$ cat src/rtl/half_adder_pkg.sv
// half_adder_pkg: shared constants and lane type for the half adder cell
package half_adder_pkg;
    localparam int HA_DEFAULT_WIDTH = 1;
    localparam int HA_MAX_WIDTH = 64;
    typedef struct packed {
        logic result;
        logic carry;
    } ha_lane_t;
endpackage

$ cat src/rtl/half_adder_unit_if.sv
// half_adder_unit_if: operand/result bundle between a producer and the half adder
interface half_adder_unit_if #(
    parameter int WIDTH = 1
);
    logic             i_valid;
    logic [WIDTH-1:0] i_operand1;
    logic [WIDTH-1:0] i_operand2;
    logic             o_valid;
    logic [WIDTH-1:0] o_result;
    logic [WIDTH-1:0] o_carry;
    modport master (output i_valid, i_operand1, i_operand2, input o_valid, o_result, o_carry);
    modport slave  (input i_valid, i_operand1, i_operand2, output o_valid, o_result, o_carry);
endinterface

$ cat src/rtl/half_adder_bit.sv
// half_adder_bit: single-lane combinational half adder cell
module half_adder_bit (
    input  logic i_a,
    input  logic i_b,
    output logic o_sum,
    output logic o_carry
);
    assign o_sum = i_a ^ i_b;
    assign o_carry = i_a & i_b;
endmodule

$ cat src/rtl/half_adder_unit.sv
// half_adder_unit: WIDTH independent half-adder lanes with optional output register stage
module half_adder_unit
    import half_adder_pkg::*;
#(
    parameter int WIDTH = HA_DEFAULT_WIDTH,
    parameter bit REGISTERED = 1'b1
) (
    input  logic             i_clk,
    input  logic             i_rst,
    half_adder_unit_if.slave bus
);
    ha_lane_t [WIDTH-1:0] w_lane;
    ha_lane_t [WIDTH-1:0] w_out;
    logic                 w_valid;
    if (WIDTH < 1 || WIDTH > HA_MAX_WIDTH) begin : g_bad_width
        $error("half_adder_unit: WIDTH %0d outside 1..%0d", WIDTH, HA_MAX_WIDTH);
    end
    for (genvar k = 0; k < WIDTH; k++) begin : g_lane
        half_adder_bit u_bit (
            .i_a     (bus.i_operand1[k]),
            .i_b     (bus.i_operand2[k]),
            .o_sum   (w_lane[k].result),
            .o_carry (w_lane[k].carry)
        );
    end
    if (REGISTERED) begin : g_reg
        ha_lane_t [WIDTH-1:0] r_lane;
        logic                 r_valid;
        // results hold across idle cycles; only o_valid drops
        always_ff @(posedge i_clk) begin
            if (i_rst) begin
                r_lane  <= '0;
                r_valid <= 1'b0;
            end else begin
                r_valid <= bus.i_valid;
                if (bus.i_valid) r_lane <= w_lane;
            end
        end
        assign w_out = r_lane;
        assign w_valid = r_valid;
    end else begin : g_comb
        assign w_out = w_lane;
        assign w_valid = bus.i_valid;
    end
    always_comb begin
        bus.o_result = '0;
        bus.o_carry = '0;
        for (int k = 0; k < WIDTH; k++) begin
            bus.o_result[k] = w_out[k].result;
            bus.o_carry[k] = w_out[k].carry;
        end
    end
    assign bus.o_valid = w_valid;
endmodule

$ cat src/flat_wrapper.sv
// flat-port wrapper written by rule: the top's interface ports become plain ports
module half_adder_unit_flat import half_adder_pkg::*;
#(
    parameter int WIDTH = HA_DEFAULT_WIDTH,
    parameter bit REGISTERED = 1'b1
)
  (i_clk, i_rst, bus_i_valid, bus_i_operand1, bus_i_operand2, bus_o_valid, bus_o_result, bus_o_carry);
  half_adder_unit_if #(.WIDTH(WIDTH)) bus_i ();
  input  logic i_clk;
  input  logic i_rst;
  input wire logic [$bits(bus_i.i_valid)-1:0] bus_i_valid;
  input wire logic [$bits(bus_i.i_operand1)-1:0] bus_i_operand1;
  input wire logic [$bits(bus_i.i_operand2)-1:0] bus_i_operand2;
  output wire logic [$bits(bus_i.o_valid)-1:0] bus_o_valid;
  output wire logic [$bits(bus_i.o_result)-1:0] bus_o_result;
  output wire logic [$bits(bus_i.o_carry)-1:0] bus_o_carry;
  assign bus_i.i_valid = bus_i_valid;
  assign bus_i.i_operand1 = bus_i_operand1;
  assign bus_i.i_operand2 = bus_i_operand2;
  assign bus_o_valid = bus_i.o_valid;
  assign bus_o_result = bus_i.o_result;
  assign bus_o_carry = bus_i.o_carry;
  half_adder_unit #(.WIDTH(WIDTH), .REGISTERED(REGISTERED)) u_core (.i_clk(i_clk), .i_rst(i_rst), .bus(bus_i));
endmodule
$ cat config.mk
export PLATFORM = sky130hd
export DESIGN_NAME = half_adder_unit_flat
export DESIGN_NICKNAME = d
export VERILOG_FILES = /design/src/rtl/half_adder_pkg.sv /design/src/rtl/half_adder_unit_if.sv /design/src/rtl/half_adder_bit.sv /design/src/rtl/half_adder_unit.sv /design/src/flat_wrapper.sv
export SDC_FILE = /design/constraint.sdc
export NUM_CORES = 1
export LEC_CHECK = 0
export ABC_AREA = 1
export CAP_MARGIN = 5
export CORE_AREA = 4 4 41 43
export DETAILED_ROUTE_END_ITERATION = 8
export DIE_AREA = 0 0 45 47
export PLACE_DENSITY = 0.3
export SLEW_MARGIN = 15
export SYNTH_ARGS = -nofsm -noshare
export SYNTH_HDL_FRONTEND = slang
export SYNTH_SLANG_ARGS = --single-unit
$ cat constraint.sdc
create_clock -name i_clk -period 1.8 [get_ports i_clk]
set_clock_uncertainty 0.15 [all_clocks]
set_input_delay 0.18 -clock i_clk [delete_from_list [all_inputs] [get_ports i_clk]]
set_output_delay 0.18 -clock i_clk [all_outputs]
set_load 0.02 [all_outputs]
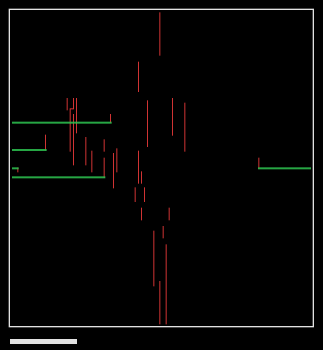
Figure 1: signal wires by layer.
The bar under the picture is 10 um long. Only two layers are drawn.
metal 2 -> red  # wire length 120 um
metal 3 -> green  # wire length 41.2 um
Overall Global Routing Usage: 3.55%
overall routed net length: 272 um
total number of vias: 129
per-cell routed wire length: 6.33 um

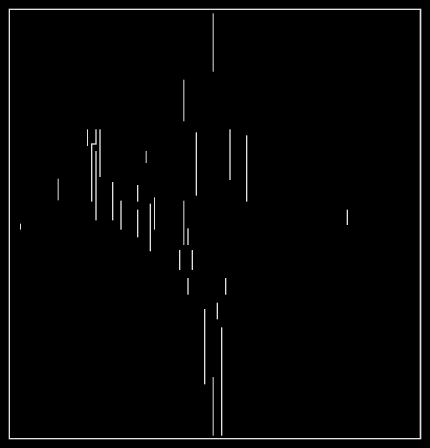
Figure 2: the metal 2 layer.
main direction = vertical
longest straight run = 11.7 um
share of all routed wire = 44%
nets with wire on the layer = 27
global routing usage on met2: 4.24%

==> out/metrics.yaml <==
outcome:
  run_status: "complete, no violations"
final_layout:
  nonClockInverterCount: 4
  finish.net_count: 35
  buf_share_pct: 29.6
  layout_top_cell: "sky130_fd_sc_hd__clkdlybuf4s50_1"
place:
  io_buffer_count: 7
  place.gp.congestion: 0.580
  placed_area_um2: 210
  dp.cells: 39
setup_path:
  crit_type: "flip-flop to output port"
  reg2reg_slack_ns: 1.10
  critical_path.startpoint_type: "flip-flop"
  crit_start: "u_core.bus.o_carry"
logic_synthesis:
  flops_out_of_synthesis: 3
  ys_top_logic_family: "simple AND/OR/NAND/NOR gates"
  synth_top_area_share_pct: 49.5
  yosys.area_share.aoi_pct: 0
  ys_top_cells_by_count: "sky130_fd_sc_hd__nor2_1 (5), sky130_fd_sc_hd__inv_1 (4), sky130_fd_sc_hd__nand2_1 (4)"
  synthesis.area_um2: 121
  yosys.cell_count.top_type: "sky130_fd_sc_hd__nor2_1"
  netlist-cell-type-count: 5
  synthArstFlopShare_pct: 0
  netlist_top_cells_area: "sky130_fd_sc_hd__dfxtp_1 (49%), sky130_fd_sc_hd__nor2_1 (15%), sky130_fd_sc_hd__inv_1 (12%)"
route:
  route.detailed.drc: 0
  dr.first_iter.drc_count: 0
  routedLengthMet1_um: 111
  detailedRoute.firstPassIterationCount: 1
floorplanning:
  floorplan.core_util_pct: 9.33
  dieHeight_um: 47
  die_area_um2: 2120
  die-width_um: 45
hold_path:
  worst_hold_startpoint: "u_core.bus.o_carry"
  holdCritPathClass: "flip-flop to flip-flop"
  min_delay_worst_endpoint: "u_core.bus.o_carry"
timing:
  rsz0062_at_grt: "false"
  finalCritPeriodShare_pct: 82.5
power_and_ir_drop:
  power_clock_mw: 0.113
  power.switching_mw: 0.0473
  combinationalPowerShare_pct: 15.4
  ir_worst_vdd_uv: 461
cts:
  cts_setup_buffers: 0
  post_cts_hold_buffer_count: 0
  cts_made_buffers: 3
  worstSkewPairLatency_ns: 0.22
global_routing:
  gr-usage-met3_pct: 6.51
  antenna_found_initial: 0
job:
  warnings: 26
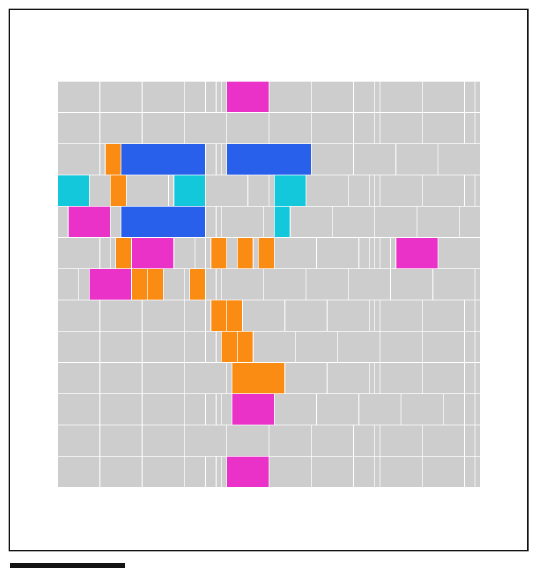
Figure 3: cells coloured by class.
The bar under the picture is 10 um long. Fill, decap, tap and diode cells in grey.
clock drivers and dummy loads -> cyan  # cells 4
combinational and other logic -> orange  # cells 14
remaining buffers and delay cells -> magenta  # cells 7
sequential cells -> blue  # cells 3
number of cell rows: 13
final design instance area without fill: 236 um^2
flip-flop and latch share of the layout cell area: 25.4%

